**src/rtl/sram_arbiter.sv**
```systemverilog
// sram_arbiter: two-requester arbiter in front of one synchronous SRAM port.
// One transaction at a time: IDLE -> ISSUE -> (CAPTURE on reads) -> ACK.
// Ports:
//   Clk, Rst              clock, async active-high reset
//   Req/RW/Addr/WData0,1  requester inputs (RW: 1=write)
//   Ack0, Ack1            one-cycle completion pulse per requester
//   RData                 shared read data, valid with the matching Ack
//   Busy                  high whenever not IDLE
//   Mem_En/RW/Addr/Data_In  SRAM command, Mem_Data_Out SRAM read data
// Config: define SRAM_ARB_RR_EN for round-robin ties; else port 0 wins ties.
module sram_arbiter #(
    parameter int A_WIDTH = 13,
    parameter int D_WIDTH = 8
) (
    input  logic               Clk,
    input  logic               Rst,
    input  logic               Req0,
    input  logic               Req1,
    input  logic               RW0,
    input  logic               RW1,
    input  logic [A_WIDTH-1:0] Addr0,
    input  logic [A_WIDTH-1:0] Addr1,
    input  logic [D_WIDTH-1:0] WData0,
    input  logic [D_WIDTH-1:0] WData1,
    output logic               Ack0,
    output logic               Ack1,
    output logic [D_WIDTH-1:0] RData,
    output logic               Busy,
    output logic               Mem_En,
    output logic               Mem_RW,
    output logic [A_WIDTH-1:0] Mem_Addr,
    output logic [D_WIDTH-1:0] Mem_Data_In,
    input  logic [D_WIDTH-1:0] Mem_Data_Out
);

    typedef enum logic [1:0] {
        IDLE,
        ISSUE,
        CAPTURE,
        ACK
    } state_e;

    state_e             state_q;
    logic               win_q;
    logic               rw_q;
    logic [A_WIDTH-1:0] addr_q;
    logic [D_WIDTH-1:0] wdata_q;
    logic               en_q;
    logic               ack0_q;
    logic               ack1_q;
    logic [D_WIDTH-1:0] rdata_q;

    logic               win_d;
    logic               rw_d;
    logic [A_WIDTH-1:0] addr_d;
    logic [D_WIDTH-1:0] wdata_d;

`ifdef SRAM_ARB_RR_EN
    // Port granted most recently; a tie goes to the other one.
    logic               last_q;
    assign win_d = Req1 & (~Req0 | ~last_q);
`else
    assign win_d = Req1 & ~Req0;
`endif

    always_comb begin
        rw_d    = RW0;
        addr_d  = Addr0;
        wdata_d = WData0;
        if (win_d) begin
            rw_d    = RW1;
            addr_d  = Addr1;
            wdata_d = WData1;
        end
    end

    always_ff @(posedge Clk or posedge Rst) begin
        if (Rst) begin
            state_q <= IDLE;
            win_q   <= 1'b0;
            rw_q    <= 1'b0;
            addr_q  <= '0;
            wdata_q <= '0;
            en_q    <= 1'b0;
            ack0_q  <= 1'b0;
            ack1_q  <= 1'b0;
            rdata_q <= '0;
`ifdef SRAM_ARB_RR_EN
            last_q  <= 1'b0;
`endif
        end else begin
            // Enable and acks are single-cycle pulses by default.
            en_q   <= 1'b0;
            ack0_q <= 1'b0;
            ack1_q <= 1'b0;
            unique case (state_q)
                IDLE: begin
                    if (Req0 | Req1) begin
                        win_q   <= win_d;
                        rw_q    <= rw_d;
                        addr_q  <= addr_d;
                        wdata_q <= wdata_d;
                        en_q    <= 1'b1;
                        state_q <= ISSUE;
`ifdef SRAM_ARB_RR_EN
                        last_q  <= win_d;
`endif
                    end
                end
                ISSUE: begin
                    if (rw_q) begin
                        ack0_q  <= ~win_q;
                        ack1_q  <= win_q;
                        state_q <= ACK;
                    end else begin
                        state_q <= CAPTURE;
                    end
                end
                CAPTURE: begin
                    // SRAM presents read data one cycle after enable.
                    rdata_q <= Mem_Data_Out;
                    ack0_q  <= ~win_q;
                    ack1_q  <= win_q;
                    state_q <= ACK;
                end
                ACK: begin
                    state_q <= IDLE;
                end
                default: begin
                    state_q <= IDLE;
                end
            endcase
        end
    end

    assign Ack0        = ack0_q;
    assign Ack1        = ack1_q;
    assign RData       = rdata_q;
    assign Busy        = (state_q != IDLE);
    assign Mem_En      = en_q;
    assign Mem_RW      = rw_q;
    assign Mem_Addr    = addr_q;
    assign Mem_Data_In = wdata_q;

endmodule

```
**config.mk**
```make
export PLATFORM = sky130hd
export DESIGN_NAME = sram_arbiter
export DESIGN_NICKNAME = d
export VERILOG_FILES = /design/src/rtl/sram_arbiter.sv
export SDC_FILE = /design/constraint.sdc
export NUM_CORES = 1
export LEC_CHECK = 0
export ABC_AREA = 1
export CAP_MARGIN = 20
export CELL_PAD_IN_SITES_DETAIL_PLACEMENT = 1
export CELL_PAD_IN_SITES_GLOBAL_PLACEMENT = 1
export CORE_UTILIZATION = 28
export CTS_CLUSTER_DIAMETER = 150
export CTS_CLUSTER_SIZE = 30
export DETAILED_ROUTE_END_ITERATION = 6
export PLACE_DENSITY = 0.78
export SYNTH_ARGS = -nofsm -noshare
export SYNTH_HDL_FRONTEND = slang
export SYNTH_SLANG_ARGS = --single-unit
```
**constraint.sdc**
```tcl
create_clock -name Clk -period 1.5 [get_ports Clk]
set_input_delay 0.45 -clock Clk [delete_from_list [all_inputs] [get_ports Clk]]
set_output_delay 0.45 -clock Clk [all_outputs]
set_load 0.02 [all_outputs]
```
Fig. 1: cell classes on the final placement
Scale: 6 px per micron.
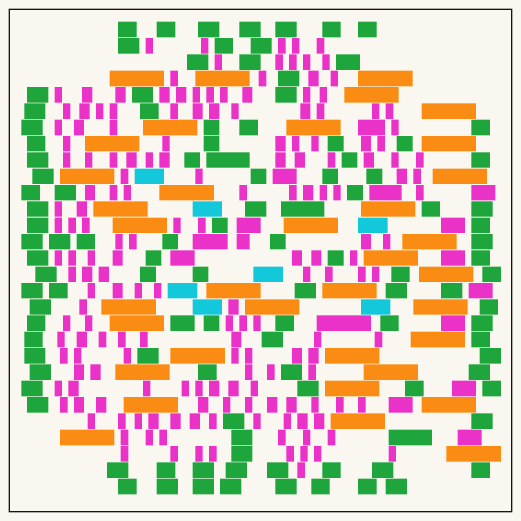
- magenta: all other logic (cells 190)
- green: other buffers and delay cells (cells 111)
- orange: flip-flops (cells 36)
- cyan: clock drivers and dummy loads (cells 7)

Fig. 2: zoomed window
Region (33, 33) to (83, 83) microns. Cells in gray, sequential cells in the stronger gray; small squares are vias.
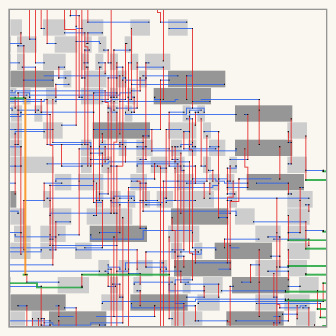
- blue: met1
- red: met2
- green: met3
- orange: met4
- netlist names of flops here include: Mem_Data_In (4), RData (4), Mem_Addr (2)
- cells with their middle in the window: 121
- most frequent: nand2_1 (21), dfrtp_1 (16), clkdlybuf4s50_1 (13)
- sequential cells in the window: 16

Fig. 3: pin placement
Scale: 4 px per micron. Pins as bars across the die edge, other pins in gray.
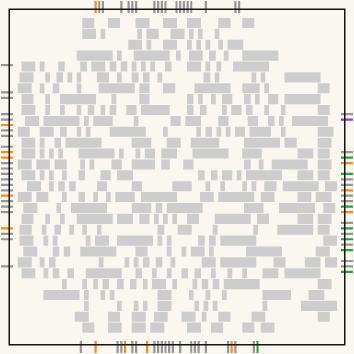
- purple: Ack0 (pins 1; direction output; edge right)
- green: Mem_Data_Out (pins 8; direction input; edge 7 right, 1 bottom)
- orange: Mem_Addr (pins 13; direction output; edge 5 left, 4 bottom, 3 right, 1 top)

Fig. 4: the clock network
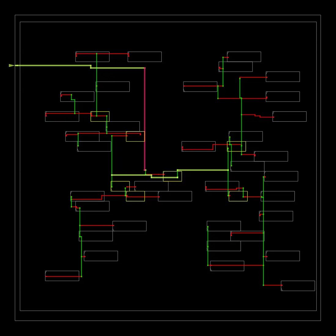
Setup Skew: 6.36 ps
Clock net power: 740 uW
sequential cells: 36

[sequential cells by signal, indices dropped and copies added, names as in the netlist]
register,cells
Mem_En,1
Mem_Data_In,8
state_q,2
Ack0,1
RData,8
Ack1,1
Mem_RW,1
win_q,1
Mem_Addr,13
[final timing paths]
kind                       cells past startpoint  slack, ps                   start                      end
max                                            4        -40  state_q[1]$_DFFE_PP0P_                     Busy
min in group asynchronous                      3        520                     Rst     RData[7]$_DFFE_PP0N_
max reg2reg                                    7        100  state_q[1]$_DFFE_PP0P_  Mem_Addr[1]$_DFFE_PP0P_
max in group asynchronous                      3        800                     Rst  Mem_Addr[0]$_DFFE_PP0P_
min reg2reg                                    1        470       win_q$_DFFE_PP0P_           Ack0$_DFF_PP0_
min                                            1        470       win_q$_DFFE_PP0P_           Ack0$_DFF_PP0_
[metrics by stage]
| stage | hold slack (ps) | setup TNS (ps) |
|---|---|---|
| after global routing | 504 | -82.2 |
| after detailed placement | 463 | -8560 |
| after CTS | 473 | -19.1 |
| final | 474 | -36.7 |
| after floorplan | 426 | 0 |
| after global placement | 454 | -6910 |
[synth_stat cells, types with 2 or more instances]
| cell | number | area, sq um |
|---|---|---|
| nor2_1 | 2 | 7.51 |
| inv_1 | 49 | 184 |
| dfrtp_1 | 36 | 901 |
| nand3_1 | 46 | 230 |
| buf_4 | 4 | 30.0 |
| ha_1 | 3 | 37.5 |
| nand2_1 | 72 | 270 |
| inv_2 | 2 | 7.51 |
| buf_2 | 7 | 35.0 |
| o21ai_0 | 3 | 15.0 |
| mux2_2 | 8 | 90.1 |
[cell type report]
type | instances | area [sq um]
inverters | 51 | 191
flip-flops and latches | 36 | 901
clock buffers | 7 | 96.3
well taps | 77 | 96.3
fillers | 787 | 3320
repair buffers | 111 | 1060
multi-input cells | 139 | 722
[cells by family (layout without fill, tap and decap cells)]
group,count (synthesis),in the layout,synth area share
AND/OR/NAND/NOR,123,124,0.286
multiplexers,8,8,0.0485
flip-flops,36,36,0.485
AND-OR/OR-AND,4,4,0.0168
adder cells (fa/ha/maj),3,3,0.0202
buffers and inverters,63,169,0.144
[report_power, final]
part / switching, uW / internal [uW]
combinational: 1580 / 1300
clock: 330 / 409
sequential: 242 / 1450
[cells in the final DEF, fill, tap and decap left out, types with 3 or more instances in the layout]
cell type / Yosys / routed
buf_4: 4 / 18
nand3_1: 46 / 46
nand2_1: 72 / 72
dlygate4sd2_1: 0 / 33
inv_1: 49 / 47
dfrtp_1: 36 / 36
clkbuf_8: 0 / 7
o21ai_0: 3 / 3
mux2_2: 8 / 8
inv_2: 2 / 4
buf_12: 0 / 3
clkdlybuf4s50_1: 0 / 55
[metal layers]
layer | track usage | vias up
met5 | 0 | -
met4 | 0.0416 | 0
met3 | 0.0317 | 2
met2 | 0.308 | 53
met1 | 0.208 | 873
li1 | - | 927
[repair_timing]
action / CTS / global route
pin swaps: 2 / 1
endpoints found under the setup margin: 57 / 25
buffers inserted: 0 / 2
gates cloned: 1 / 0
gates resized: 44 / 3
==> GITHUB_STEP_SUMMARY <==
### Flow metrics

| Metric | Value |
|---|---|
| Status | `finished, violations left` |
| Relative slew slack | `0.765` |
| Port bufs | `89` |
| Final setup vio count | `1` |
| Mean Syn Cell Area | `7.85 sq um` |
| Critical path, cell by cell | `inv_2, ha_4, inv_2, buf_6` |
| Dominant register cell | `dfrtp_1` |
| Final Instance Area | `3060 sq um` |
| Synth Net Count | `296` |
| Avg Vias per Cell | `4.41` |
| Pwr Total | `roughly 5300 uW` |
| Routed Antenna Nets | `0` |
| Total GRT Usage | `0.170` |
| Vias in the first global route | `1941` |
| Layout cells sized above 1 | `0.142` |
| Crit Path Class | `flip-flop to output port` |
| Post-place setup slack | `-376 ps` |
| Initial antenna violation count | `0` |
| Post-Syn Instances | `237` |
| Pins Over Slew Limit | `0` |
| # diodes | `0` |
| Average wire per standard cell | `13.2 microns` |
| Post-DP Area | `slightly below 3000 sq um` |
| RSZ-0062 raised after global routing | `yes` |
| Final worst slack | `-36.7 ps` |
| Crit path capture type | `output port` |
| Via count | `between 1500 and 2000` |
| Core Util, Final | `0.480` |
| Hold Violations, Final | `0` |
| Delay-heaviest family, CP | `flip-flops` |
| CTS sink count | `36` |
| Met3 wire length | `around 240 microns` |
| First-pass GRT wire length | `9380 microns` |
| Worst hold path type | `flip-flop to flip-flop` |
| Global placer's final weighted congestion | `0.715` |
| Final net count | `~400` |
| WP buf/inv | `3` |
| Wirelength, routed | `~5500 microns` |
| CTS tree | `done` |
| Failing checks | `negative setup slack` |
| Horiz. Die Dim | `83.5 microns` |
| Iteration-0 DRC Markers | `66` |
| CP required | `around 1100 ps` |
| Clock Tree Buf Depth | `2` |
Power figures rest on the tool's default switching activity, not on a simulated workload.
